[config.mk]
export PLATFORM = sky130hd
export DESIGN_NAME = direct_cache_controller
export DESIGN_NICKNAME = d
export VERILOG_FILES = /design/src/rtl/cache_pkg.sv /design/src/rtl/sat_counter.sv /design/src/rtl/direct_cache_controller.sv
export SDC_FILE = /design/constraint.sdc
export NUM_CORES = 1
export LEC_CHECK = 0
export CAP_MARGIN = 20
export CORE_UTILIZATION = 44
export DETAILED_ROUTE_END_ITERATION = 10
export HOLD_SLACK_MARGIN = 0.02
export PLACE_DENSITY = 0.9
export REMOVE_ABC_BUFFERS = 1
export SYNTH_ARGS = -nofsm -noshare
export SYNTH_HDL_FRONTEND = slang
export SYNTH_SLANG_ARGS = --single-unit
[constraint.sdc]
create_clock -name globalclock -period 3 [get_ports globalclock]
set_input_delay 0.3 -clock globalclock [delete_from_list [all_inputs] [get_ports globalclock]]
set_output_delay 0.3 -clock globalclock [all_outputs]
set_load 0.03 [all_outputs]
[src/rtl/cache_pkg.sv]
// Shared definitions for the direct-mapped cache controller.
//   - Geometry: TAG_W / INDEX_W / DATA_W and the derived ADDR_W.
//   - cacheState_t: controller FSM state encoding.
//   - addrTag / addrIndex: split a {tag, index} CPU address into its fields.
package cache_pkg;

  localparam int TAG_W   = 3;
  localparam int INDEX_W = 10;
  localparam int DATA_W  = 8;
  localparam int ADDR_W  = TAG_W + INDEX_W;

  typedef enum logic [2:0] {
    IDLE    = 3'd0,
    COMPARE = 3'd1,
    RAM_RD  = 3'd2,
    RAM_WR  = 3'd3,
    FILL    = 3'd4,
    DONE    = 3'd5
  } cacheState_t;

  function automatic logic [TAG_W-1:0] addrTag(input logic [ADDR_W-1:0] addr);
    return addr[ADDR_W-1:INDEX_W];
  endfunction

  function automatic logic [INDEX_W-1:0] addrIndex(input logic [ADDR_W-1:0] addr);
    return addr[INDEX_W-1:0];
  endfunction

endpackage

[src/rtl/sat_counter.sv]
// Saturating up-counter used for the cache hit/miss statistics.
// Ports:
//   globalclock - system clock, rising edge
//   reset       - asynchronous active-high reset, clears the count
//   inc         - increment request for this cycle
//   count       - current value; sticks at all-ones instead of wrapping
module sat_counter #(
  parameter int CNT_W = 16
) (
  input  logic             globalclock,
  input  logic             reset,
  input  logic             inc,
  output logic [CNT_W-1:0] count
);

  always_ff @(posedge globalclock or posedge reset) begin
    if (reset) begin
      count <= '0;
    end else if (inc && (count != '1)) begin
      count <= count + 1'b1;
    end
  end

endmodule

[src/rtl/direct_cache_controller.sv]
// Direct-mapped, write-through / no-write-allocate cache controller.
// Drives an external tag array and data array (combinational read ports)
// and refills read misses from main RAM over a req/ack handshake.
//
// Ports:
//   globalclock, reset         - clock (rising edge), async active-high reset
//   cpu_req/we/addr/wdata      - CPU request, held until cpu_done
//   cpu_rdata/done/hit         - one-cycle completion pulse with read data / hit flag
//   tag_addr/wr_en/in, tag_out - tag-array port
//   data_addr/wr_en/in, data_out - data-array port
//   ram_req/we/addr/wdata      - RAM request, held until ram_ack
//   ram_rdata, ram_ack         - RAM response
//   hit_count, miss_count      - saturating statistics
//
// Build option: define CACHE_VALID_BITS_EN to add a per-line valid vector.
// Without it a hit is a pure tag match, so tag-0 addresses hit the
// zero-initialised arrays after reset.
module direct_cache_controller
  import cache_pkg::*;
#(
  parameter int TAG_W   = cache_pkg::TAG_W,
  parameter int INDEX_W = cache_pkg::INDEX_W,
  parameter int DATA_W  = cache_pkg::DATA_W,
  parameter int CNT_W   = 16
) (
  input  logic                     globalclock,
  input  logic                     reset,
  input  logic                     cpu_req,
  input  logic                     cpu_we,
  input  logic [TAG_W+INDEX_W-1:0] cpu_addr,
  input  logic [DATA_W-1:0]        cpu_wdata,
  output logic [DATA_W-1:0]        cpu_rdata,
  output logic                     cpu_done,
  output logic                     cpu_hit,
  output logic [INDEX_W-1:0]       tag_addr,
  output logic                     tag_wr_en,
  output logic [TAG_W-1:0]         tag_in,
  input  logic [TAG_W-1:0]         tag_out,
  output logic [INDEX_W-1:0]       data_addr,
  output logic                     data_wr_en,
  output logic [DATA_W-1:0]        data_in,
  input  logic [DATA_W-1:0]        data_out,
  output logic                     ram_req,
  output logic                     ram_we,
  output logic [TAG_W+INDEX_W-1:0] ram_addr,
  output logic [DATA_W-1:0]        ram_wdata,
  input  logic [DATA_W-1:0]        ram_rdata,
  input  logic                     ram_ack,
  output logic [CNT_W-1:0]         hit_count,
  output logic [CNT_W-1:0]         miss_count
);

  cacheState_t state, nextState;

  logic                     reqWe;
  logic [TAG_W+INDEX_W-1:0] reqAddr;
  logic [DATA_W-1:0]        reqWdata;
  logic [DATA_W-1:0]        fillData;
  logic [DATA_W-1:0]        rdataReg;
  logic                     hitReg;
  logic                     ramReqReg;
  logic                     ramWeReg;
  logic [TAG_W-1:0]         reqTag;
  logic [INDEX_W-1:0]       reqIndex;
  logic                     tagMatch;
  logic                     lineHit;
  logic                     hitInc;
  logic                     missInc;

  assign reqTag   = addrTag(reqAddr);
  assign reqIndex = addrIndex(reqAddr);
  assign tagMatch = (tag_out == reqTag);

`ifdef CACHE_VALID_BITS_EN
  logic [(2**INDEX_W)-1:0] validBits;

  // A line becomes valid only once it has been refilled from RAM.
  always_ff @(posedge globalclock or posedge reset) begin
    if (reset) begin
      validBits <= '0;
    end else if (state == FILL) begin
      validBits[reqIndex] <= 1'b1;
    end
  end

  assign lineHit = tagMatch & validBits[reqIndex];
`else
  assign lineHit = tagMatch;
`endif

  // State register
  always_ff @(posedge globalclock or posedge reset) begin
    if (reset) begin
      state <= IDLE;
    end else begin
      state <= nextState;
    end
  end

  // Next-state logic
  always_comb begin
    nextState = state;
    case (state)
      IDLE:    if (cpu_req) nextState = COMPARE;
      COMPARE: begin
        if (reqWe)        nextState = RAM_WR;
        else if (lineHit) nextState = DONE;
        else              nextState = RAM_RD;
      end
      RAM_RD:  if (ram_ack) nextState = FILL;
      RAM_WR:  if (ram_ack) nextState = DONE;
      FILL:    nextState = DONE;
      DONE:    nextState = IDLE;
      default: nextState = IDLE;
    endcase
  end

  // Request latch, result registers and registered RAM handshake.
  // ram_req/ram_we are computed from nextState so they only move with
  // state transitions and drop together with the async reset.
  always_ff @(posedge globalclock or posedge reset) begin
    if (reset) begin
      reqWe     <= 1'b0;
      reqAddr   <= '0;
      reqWdata  <= '0;
      fillData  <= '0;
      rdataReg  <= '0;
      hitReg    <= 1'b0;
      ramReqReg <= 1'b0;
      ramWeReg  <= 1'b0;
    end else begin
      ramReqReg <= (nextState == RAM_RD) || (nextState == RAM_WR);
      ramWeReg  <= (nextState == RAM_WR);
      case (state)
        IDLE: begin
          if (cpu_req) begin
            reqWe    <= cpu_we;
            reqAddr  <= cpu_addr;
            reqWdata <= cpu_wdata;
          end
        end
        COMPARE: begin
          hitReg <= lineHit;
          if (!reqWe && lineHit) rdataReg <= data_out;
        end
        RAM_RD: begin
          if (ram_ack) begin
            rdataReg <= ram_rdata;
            fillData <= ram_rdata;
          end
        end
        FILL:    hitReg <= 1'b0;
        default: ;
      endcase
    end
  end

  // Array-side outputs and completion pulse
  always_comb begin
    cpu_done   = 1'b0;
    tag_addr   = '0;
    data_addr  = '0;
    tag_wr_en  = 1'b0;
    tag_in     = '0;
    data_wr_en = 1'b0;
    data_in    = '0;
    if (state != IDLE) begin
      tag_addr  = reqIndex;
      data_addr = reqIndex;
    end
    case (state)
      COMPARE: begin
        // Write hit updates the cached copy; a write miss leaves the arrays alone.
        if (reqWe && lineHit) begin
          data_wr_en = 1'b1;
          data_in    = reqWdata;
        end
      end
      FILL: begin
        tag_wr_en  = 1'b1;
        tag_in     = reqTag;
        data_wr_en = 1'b1;
        data_in    = fillData;
      end
      DONE:    cpu_done = 1'b1;
      default: ;
    endcase
  end

  assign cpu_rdata = rdataReg;
  assign cpu_hit   = hitReg;
  assign ram_req   = ramReqReg;
  assign ram_we    = ramWeReg;
  assign ram_addr  = reqAddr;
  assign ram_wdata = reqWdata;

  assign hitInc  = (state == COMPARE) &  lineHit;
  assign missInc = (state == COMPARE) & ~lineHit;

  sat_counter #(.CNT_W(CNT_W)) hitCounter (
    .globalclock (globalclock),
    .reset       (reset),
    .inc         (hitInc),
    .count       (hit_count)
  );

  sat_counter #(.CNT_W(CNT_W)) missCounter (
    .globalclock (globalclock),
    .reset       (reset),
    .inc         (missInc),
    .count       (miss_count)
  );

endmodule

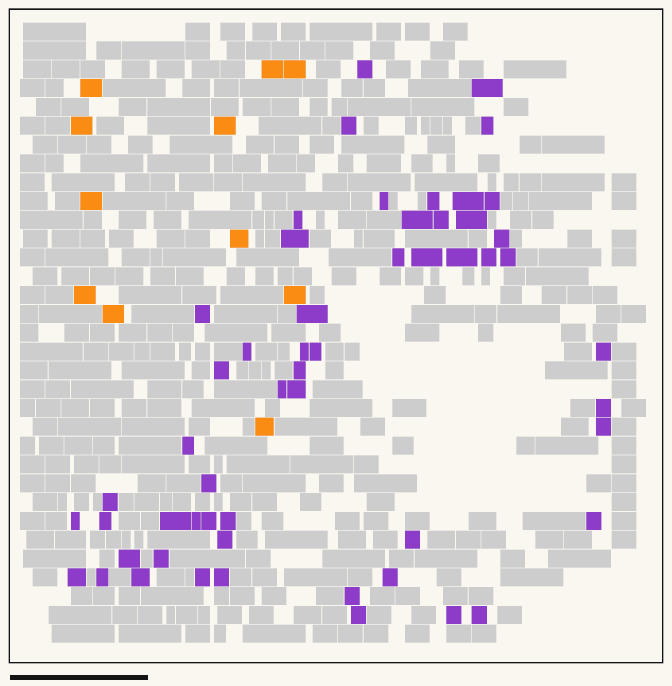
*Logic cells by family*
Bar = 20 um.
colour	family	cells	most used
orange	non-inverting ao/oa cells	11	a22o_1
purple	nor cells	55	nor4_1

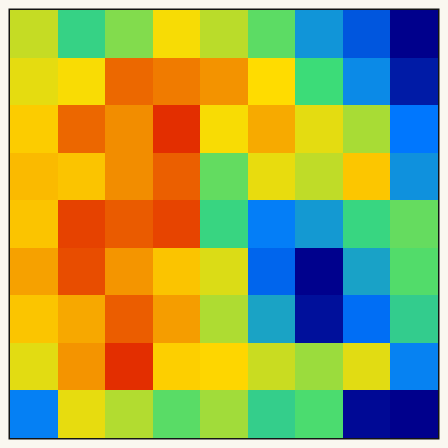
*Cell density map*
9 x 9 tiles, from dark blue (low) to red (high), 0 to 100% covered.
nearly empty tiles	4.9%
mean over tiles	60%
tiles over 75% full	36%
fullest tile	95%
densest ninth of the die	left middle

==> out/results.ini <==
[worst_setup_path]
crit_arrival_ns=2.59
r2r-end=hitCounter.count[13]
critPathCaptureType=primary output
critical-path-slowest-cell=sky130_fd_sc_hd__or4_4
cp_num_cells=6
critical-path-top-delay-family=simple AND/OR/NAND/NOR gates
slowest_delay_ns=0.56
path_class=flop to primary output
setup.worst_path.start_class=flop
worst_path_max_fanout=10
ff2ff_path_depth=5
cp_buf_inv_count=2
critical_path.endpoint=data_in[6]
ordered_cell_list_for_the_critical_path=or3b_1, or4_4, buf_4, nor2_4, a22o_1, buf_4
path_common_cell=sky130_fd_sc_hd__buf_4
critPathRequiredTime_ns=2.70
critical_path_launch_point=state[2]
r2r_slack_ns=0.48
regToRegStartpoint=state[2]

[clock_tree]
tritoncts=done
htree_num_levels=3
cts_resized=2
cts.sink_count=76
clock_root_cell=sky130_fd_sc_hd__clkbuf_8
cts_buffer_depth=2
clk-insertion-delay-late_ns=0.35
postCtsSetupBuffers=0
cts.clk_slew.worst_paths_ns=0.08
cts.hold.buffers_added=0
tritoncts.num_buffers=9

[global_route]
globalRoute.totalOverflow=0
largest_net_degree_at_the_start_of_global_routing=30
gr-usage-met3_pct=5.906
grt_max_usage_layer=met2
antenna_found_initial=0
gr-usage-all-layers_pct=22.08
global_route.usage.met2_pct=37.56
grt_pass1_wl_mm=14.99
grt_pass1_vias=3028
use_met1_pct=27.26

[die]
num_rows=33
die_area_mm2=0.008884
die_y_um=94.26
die_w_um=94.26
placeable_core_region_mm2=0.008217
boundaryPins=143
effective_utilization_at_floorplan_pct=45.58

[place]
hpwlAfterDp_mm=6.851
post-place-ws_ns=0.3002
io_buffers=142
gp_routability_congestion=0.8966
place_inst=554

[final_layout]
most_frequent_logic_cell_in_the_layout=sky130_fd_sc_hd__clkdlybuf4s50_1
instances_no_fill=571
area_growth_pct=45.97
final_layout_size_suffix_gt1_share_pct=20.39
insertedDiodeCount=0
final_util_pct=66.53
most_common_logic_cells_in_the_final_layout=sky130_fd_sc_hd__clkdlybuf4s50_1, sky130_fd_sc_hd__dfrtp_1, sky130_fd_sc_hd__mux2_2, sky130_fd_sc_hd__xor2_1, sky130_fd_sc_hd__buf_4
nNetsFinal=508

[yosys]
simple_gate_share_pct=18.04
post_synth_fa_ha_maj_area_fraction_pct=0.6682
postSynthSeqShare_pct=50.79
syn_area_per_cell_um2=11.74
synth.top_cell.area_share_pct=50.79
area_leaders=sky130_fd_sc_hd__dfrtp_1, sky130_fd_sc_hd__mux2_2, sky130_fd_sc_hd__xor2_1
synth.cell_area_mm2=0.003745
dominantRegCellSynth=sky130_fd_sc_hd__dfrtp_1
synthCells=319
ys_types=45
synth.mux.area_fraction_pct=15.04
yosys_warnings=0
ys_cells=319
synth_xor_xnor_area_share_pct=6.549
enable_flop_cells=0
logic_family=simple AND/OR/NAND/NOR gates
synthDominantAreaCellType=sky130_fd_sc_hd__dfrtp_1
numSynthFlops=76
ys_sh_aoi_pct=4.678
yosys.stat.chipArea_mm2=0.003745
postSynth.asyncResetShare_pct=100.0

[power_and_ir_drop]
pwr_density_cell_mw_per_mm2=1042
pwr-share-seq_pct=29.7
power.combinational.fraction_pct=55.9
netSwitchingFraction_pct=43.27
share_clk_of_total_power_pct=14.4
cell_int_power_mw=3.231
power.static_leakage_nw=2.334
p_sw_mw=2.465
maxPowerGroup=combinational logic
power.combinational.total_mw=3.18
total_power_mw=5.696
clockNetworkPower_mw=0.819
max-vdd-ir-drop_mv=0.6400
seq-power_mw=1.69

[detailed_routing]
drt_pre_antenna_iters=4
routed_wl_mm=9.336
highest_layer=met4
met2_wirelength_mm=4.623
dr_total_vias=3024
post-route-drc-count=0
routedWlPerCell_um=16.35
final_antenna_net_count=0
met3RoutedLength_um=640
wl_met1_mm=3.911
via_per_instance_ratio=5.296
detail_route.iter0.violations=94

[final_timing]
tightestPinTransition_ns=0.5688
post-route-worst-setup-slack_ns=0.1123
max_slew_margin_vs_limit_pct=62.08
timing.final.crit_period_ns=2.888
rsz_0062_raised_after_global_routing=no
report.final.slew_viol_count=0
finalCritPeriodShare_pct=96.26
finalClockSkew_ns=0.009806
fin_tns_setup_ns=0
hold_violations=0
fmax_mhz=346.3
setup-violations-final=0

[job]
warning_count=25
drv_cap=0

[run_status]
outcome=finished clean

[worst_hold_path]
worstHoldPathType=primary input to async pin

[cell type report]
cell class | count | area [um2]
clock buffer | 11 | 151.4
clock inverter | 5 | 60.06
fill | 613 | 2750
inverter | 5 | 18.77
multi-input combinational | 214 | 1695
sequential | 76 | 1902
tap | 105 | 131.4
timing repair buffer | 155 | 1508
[cells in the mapped netlist, drive strengths merged (8+ instances only)]
library cell   n
dfrtp         76
mux2          50
xor2          27
nor4          22
nand2         18
buf           14
nor2b         12
clkbuf        10
a22o           8
nand3          8
nand4          8
nor2           8
nor3           8
[metrics by stage]
stage	hold WS (ns)	instance area, um2
final	0.2827	5466
after detailed placement	0.4792	5246
after global placement	0.4677	5246
after floorplan	0.4168	3605
after global routing	0.3429	5466
after CTS	0.3128	5461
Power figures rest on the tool's default switching activity, not on a simulated workload.
